**src/rtl/trng_csr_bank.sv**
```systemverilog
// TRNG CSR bank: per-channel LFSR seed/poly/sample registers plus a measurement-window sequencer.
// Latency: register reads return on rdata_o one cycle after the access; writes take effect on the access edge.
// Backpressure: none; the bus port accepts one access every cycle, and a START while busy is flagged as OVERRUN.
module trng_csr_bank #(
    parameter int ADDR_WIDTH = 13,
    parameter int NUM_CH     = 4,
    parameter int LFSR_WIDTH = 12,
    parameter int TMW_WIDTH  = 12,
    parameter logic [TMW_WIDTH-1:0]  TMW_DEFAULT  = TMW_WIDTH'(100),
    parameter logic [LFSR_WIDTH-1:0] POLY_DEFAULT = LFSR_WIDTH'('h829)
) (
    input  logic                         clk,
    input  logic                         rst,
    input  logic                         en_i,
    input  logic [3:0]                   we_i,
    input  logic [ADDR_WIDTH-1:0]        addr_i,
    input  logic [31:0]                  wrdata_i,
    output logic [31:0]                  rdata_o,
    input  logic [NUM_CH*LFSR_WIDTH-1:0] sample_i,
    output logic                         ro_en_o,
    output logic [NUM_CH-1:0]            ch_en_o,
    output logic [NUM_CH*LFSR_WIDTH-1:0] seed_o,
    output logic [NUM_CH*LFSR_WIDTH-1:0] poly_o,
    output logic                         irq_o
);

    localparam int IW = ADDR_WIDTH - 4;

    typedef enum logic [1:0] {IDLE, RUN, CAPTURE} state_t;

    state_t                state;
    logic [IW-1:0]         idx;
    logic                  wr_acc;
    logic                  rd_acc;
    logic                  irq_en;
    logic [NUM_CH-1:0]     ch_en;
    logic                  done;
    logic                  overrun;
    logic [TMW_WIDTH-1:0]  tmw_max;
    logic [TMW_WIDTH-1:0]  tmw_lat;
    logic [TMW_WIDTH-1:0]  cnt;
    logic [LFSR_WIDTH-1:0] seed   [NUM_CH];
    logic [LFSR_WIDTH-1:0] poly   [NUM_CH];
    logic [LFSR_WIDTH-1:0] sample [NUM_CH];

    logic                  busy;
    logic                  ctrl_wr;
    logic                  start;
    logic                  set_done;
    logic                  set_ov;
    logic                  clr_done;
    logic                  clr_ov;
    logic                  done_nxt;
    logic                  ov_nxt;
    logic                  irq_en_nxt;
    logic [31:0]           ctrl_word;
    logic [31:0]           ctrl_merged;
    logic [31:0]           rd_val;

    // Byte-lane merge of write data into a zero-extended register image.
    function automatic logic [31:0] merge(input logic [31:0] old, input logic [31:0] d,
                                          input logic [3:0] be);
        logic [31:0] r;
        r = old;
        for (int k = 0; k < 4; k++) begin
            if (be[k]) r[8*k +: 8] = d[8*k +: 8];
        end
        return r;
    endfunction

    assign idx       = addr_i[ADDR_WIDTH-1:4];
    assign wr_acc    = en_i & (|we_i);
    assign rd_acc    = en_i & ~(|we_i);
    assign busy      = (state != IDLE);
    assign ctrl_word = 32'({ch_en, 6'b0, irq_en, 1'b0});

    // Decode control-side strobes and next-state values of the sticky flags.
    always_comb begin
        ctrl_wr     = wr_acc && (idx == IW'(1));
        ctrl_merged = merge(ctrl_word, wrdata_i, we_i);
        start       = ctrl_wr && we_i[0] && wrdata_i[0];
        set_done    = (state == CAPTURE);
        set_ov      = start && busy;
        clr_done    = wr_acc && (idx == IW'(2)) && we_i[0] && wrdata_i[1];
        clr_ov      = wr_acc && (idx == IW'(2)) && we_i[0] && wrdata_i[2];
        done_nxt    = (done & ~clr_done) | set_done;
        ov_nxt      = (overrun & ~clr_ov) | set_ov;
        irq_en_nxt  = ctrl_wr ? ctrl_merged[1] : irq_en;
    end

    // CTRL, STATUS flags and the interrupt, which tracks next-state values.
    always_ff @(posedge clk or negedge rst) begin
        if (!rst) begin
            irq_en  <= 1'b0;
            ch_en   <= '0;
            done    <= 1'b0;
            overrun <= 1'b0;
            irq_o   <= 1'b0;
        end else begin
            if (ctrl_wr) ch_en <= ctrl_merged[8 +: NUM_CH];
            irq_en  <= irq_en_nxt;
            done    <= done_nxt;
            overrun <= ov_nxt;
            irq_o   <= irq_en_nxt & (done_nxt | ov_nxt);
        end
    end

    // Software-owned configuration: window length and per-channel seed/poly.
    always_ff @(posedge clk or negedge rst) begin
        if (!rst) begin
            tmw_max <= TMW_DEFAULT;
            for (int c = 0; c < NUM_CH; c++) begin
                seed[c] <= '0;
                poly[c] <= POLY_DEFAULT;
            end
        end else if (wr_acc) begin
            if (idx == IW'(3)) tmw_max <= TMW_WIDTH'(merge(32'(tmw_max), wrdata_i, we_i));
            for (int c = 0; c < NUM_CH; c++) begin
                if (idx == IW'(16 + 4*c))
                    seed[c] <= LFSR_WIDTH'(merge(32'(seed[c]), wrdata_i, we_i));
                if (idx == IW'(17 + 4*c))
                    poly[c] <= LFSR_WIDTH'(merge(32'(poly[c]), wrdata_i, we_i));
            end
        end
    end

    // Window sequencer: the length is latched at start so mid-run TMW_MAX writes only affect the next run.
    always_ff @(posedge clk or negedge rst) begin
        if (!rst) begin
            state   <= IDLE;
            cnt     <= '0;
            tmw_lat <= '0;
            ro_en_o <= 1'b0;
            for (int c = 0; c < NUM_CH; c++) sample[c] <= '0;
        end else begin
            case (state)
                IDLE: begin
                    if (start && (tmw_max != '0)) begin
                        state   <= RUN;
                        cnt     <= '0;
                        tmw_lat <= tmw_max;
                        ro_en_o <= 1'b1;
                    end
                end
                RUN: begin
                    cnt <= cnt + 1'b1;
                    if (cnt == tmw_lat - 1'b1) begin
                        state   <= CAPTURE;
                        ro_en_o <= 1'b0;
                    end
                end
                CAPTURE: begin
                    for (int c = 0; c < NUM_CH; c++) begin
                        if (ch_en[c]) sample[c] <= sample_i[c*LFSR_WIDTH +: LFSR_WIDTH];
                    end
                    state <= IDLE;
                end
                default: begin
                    state   <= IDLE;
                    ro_en_o <= 1'b0;
                end
            endcase
        end
    end

    // Read mux; unmapped words and unused upper bits read as zero.
    always_comb begin
        rd_val = '0;
        case (idx)
            IW'(1):  rd_val = ctrl_word;
            IW'(2):  rd_val = {29'b0, overrun, done, busy};
            IW'(3):  rd_val = 32'(tmw_max);
            IW'(4):  rd_val = 32'(cnt);
            default: rd_val = '0;
        endcase
        for (int c = 0; c < NUM_CH; c++) begin
            if (idx == IW'(16 + 4*c)) rd_val = 32'(seed[c]);
            if (idx == IW'(17 + 4*c)) rd_val = 32'(poly[c]);
            if (idx == IW'(18 + 4*c)) rd_val = 32'(sample[c]);
        end
    end

    // Registered read data; holds on write and idle cycles.
    always_ff @(posedge clk or negedge rst) begin
        if (!rst) rdata_o <= '0;
        else if (rd_acc) rdata_o <= rd_val;
    end

    // Flatten per-channel registers onto the channel-facing buses.
    always_comb begin
        seed_o = '0;
        poly_o = '0;
        for (int c = 0; c < NUM_CH; c++) begin
            seed_o[c*LFSR_WIDTH +: LFSR_WIDTH] = seed[c];
            poly_o[c*LFSR_WIDTH +: LFSR_WIDTH] = poly[c];
        end
    end

    assign ch_en_o = ch_en;

endmodule

```
**config.mk**
```make
export PLATFORM = sky130hd
export DESIGN_NAME = trng_csr_bank
export DESIGN_NICKNAME = d
export VERILOG_FILES = /design/src/rtl/trng_csr_bank.sv
export SDC_FILE = /design/constraint.sdc
export NUM_CORES = 1
export LEC_CHECK = 0
export ABC_AREA = 1
export CORE_MARGIN = 5
export CORE_UTILIZATION = 40
export CTS_CLUSTER_DIAMETER = 40
export DETAILED_ROUTE_END_ITERATION = 8
export GPL_ROUTABILITY_DRIVEN = 1
export PLACE_DENSITY = 0.69
export SLEW_MARGIN = 10
export SYNTH_ARGS = -nofsm -noshare
export SYNTH_HDL_FRONTEND = slang
export SYNTH_SLANG_ARGS = --single-unit
```
**constraint.sdc**
```tcl
create_clock -name clk -period 2.67 [get_ports clk]
set_input_delay 0.534 -clock clk [delete_from_list [all_inputs] [get_ports clk]]
set_output_delay 0.534 -clock clk [all_outputs]
set_load 0.02 [all_outputs]
```
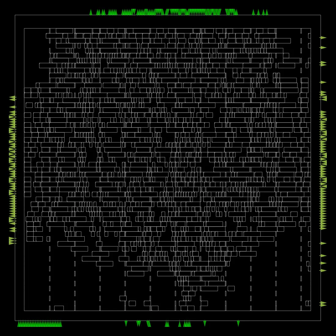
**Above:** placed standard cells.
number of well-tap cells placed: 324
Core Util, Final: 55.6%

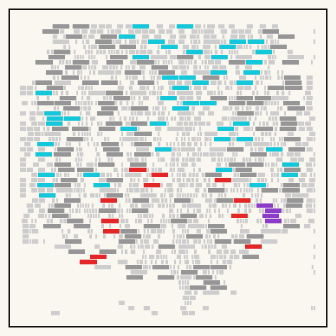
**Above:** sequential cells grouped by signal name.
Other sequential cells in the stronger grey, the rest of the logic in the fainter grey.
[`tmw_max`] red | flops: 12
[`sample`] cyan | flops: 48
[`ch_en_o`] purple | flops: 4
not coloured: 139

==> run summary <==
The implementation run finished. STA shows the worst reg2reg path with a cell count of 12. Sequential fraction of design power landed at 41.9%. Hold buffer count at cts landed at 0. No sink is reached through more buffers than the 3 on the longest clock path. Violation count after the first detailed-route iteration landed at 859.

The layout has 122 inverters outside the clock class. Number of top-level pins landed at 234. Final wirelength landed at 31,400 µm. Final weighted congestion in routability-driven placement landed at 0.911. On met3, the global router reports a usage of approximately 3.4%.

Measured along the x axis, the die boundary spans 168 µm. Gate count of the mapped netlist landed at ~1,200. Among all stages on the critical path, the maximum delay recorded is 0.67 ns. Power consumed by combinational cells landed at 617 µW.

Parity-gate share of the synthesized area counting xor and xnor cells landed at 1.67%. In the detailed route, the total length drawn on met2 is ~14,000 µm. Number of global-route vias before repair landed at between 8,000 and 9,000. Clock transition at the registers of the reported paths landed at 0.06 ns. Of all the cell area in the finished design, non-clock buffers hold 17.5%. Per the detailed placement report, the placed cell area equals 12,500 µm². Fraction of synthesis flops using an asynchronous set or reset pin landed at 100%.

4 antenna diodes ended up in the layout. Number of clock sinks landed at 203. Entering global routing, the biggest net connects 68 pins. The critical path starts at poly_o[24].

The min-delay analysis places its worst path in the category in2async. The main area contributors are sky130_fd_sc_hd__dfrtp_1, sky130_fd_sc_hd__nand2_1, sky130_fd_sc_hd__o21ai_0, sky130_fd_sc_hd__dfstp_2, sky130_fd_sc_hd__inv_1. The run finished with clean final reports.

Core box area landed at 24,400 µm². In the layout the commonest cells are sky130_fd_sc_hd__nand2_1, sky130_fd_sc_hd__clkdlybuf4s50_1, sky130_fd_sc_hd__dfrtp_1. Number of non-clock buffers in the layout landed at around 250. For reference, compound AND-OR and OR-AND cells occupy 9.49% of the area reported after synthesis.

The group that draws the most power in this run is clock. Peak supply drop landed at approximately 0.00039 V. According to the floorplan report, the die height is 168 µm. The cell type that accounts for the most area after synthesis is sky130_fd_sc_hd__dfrtp_1. Tally of nets with antenna violations remaining after routing landed at 0. Post-route cell area landed at 13,600 µm².

Clock network power for this build is 3.87 mW. Length of routed met3 wiring landed at 2430 µm. TritonCTS built the clock tree. The worst setup path is launched from a flip-flop. Looking at the clock tree report, the root buffer type is sky130_fd_sc_hd__clkbuf_16. For the finished layout, the period the worst path requires is roughly 2.3 ns.

According to the cell report, the number of logic gates is 828. Routed via count landed at approximately 9,000. The synthesis run identifies the leading combinational cell family as simple AND/OR/NAND/NOR gates. Clock latency of the later-clocked register in the worst-skew pair landed at approximately 0.54 ns. Setup slack on the worst path after placement came out at -0.0933 ns.

Post-cts repair resize count landed at 0. Total clock buffers created by CTS landed at 31. Leaving out filler cells and counting taps, the final layout contains 1,788.

In this design, the largest share of critical-path delay is due to buffers and inverters. Endpoint arrival time on the critical path landed at 1.76 ns. In the Yosys report, the sequential cells make up 51.2% of the chip area. The critical path is of the reg2out type. For this design the total switching power over the nets is 1.97 mW. Flop and latch count out of synthesis landed at 203.
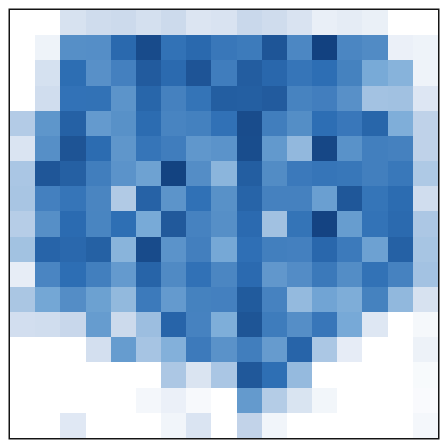
**Above:** placement density heat map.
17 x 17 tiles, from white (low) to dark blue (high), 0 to 100% covered.
mean over tiles: 47%
tiles over 75% full: 17%
nearly empty tiles: 15%
fullest tile: 93%

Power figures rest on the tool's default switching activity, not on a simulated workload.
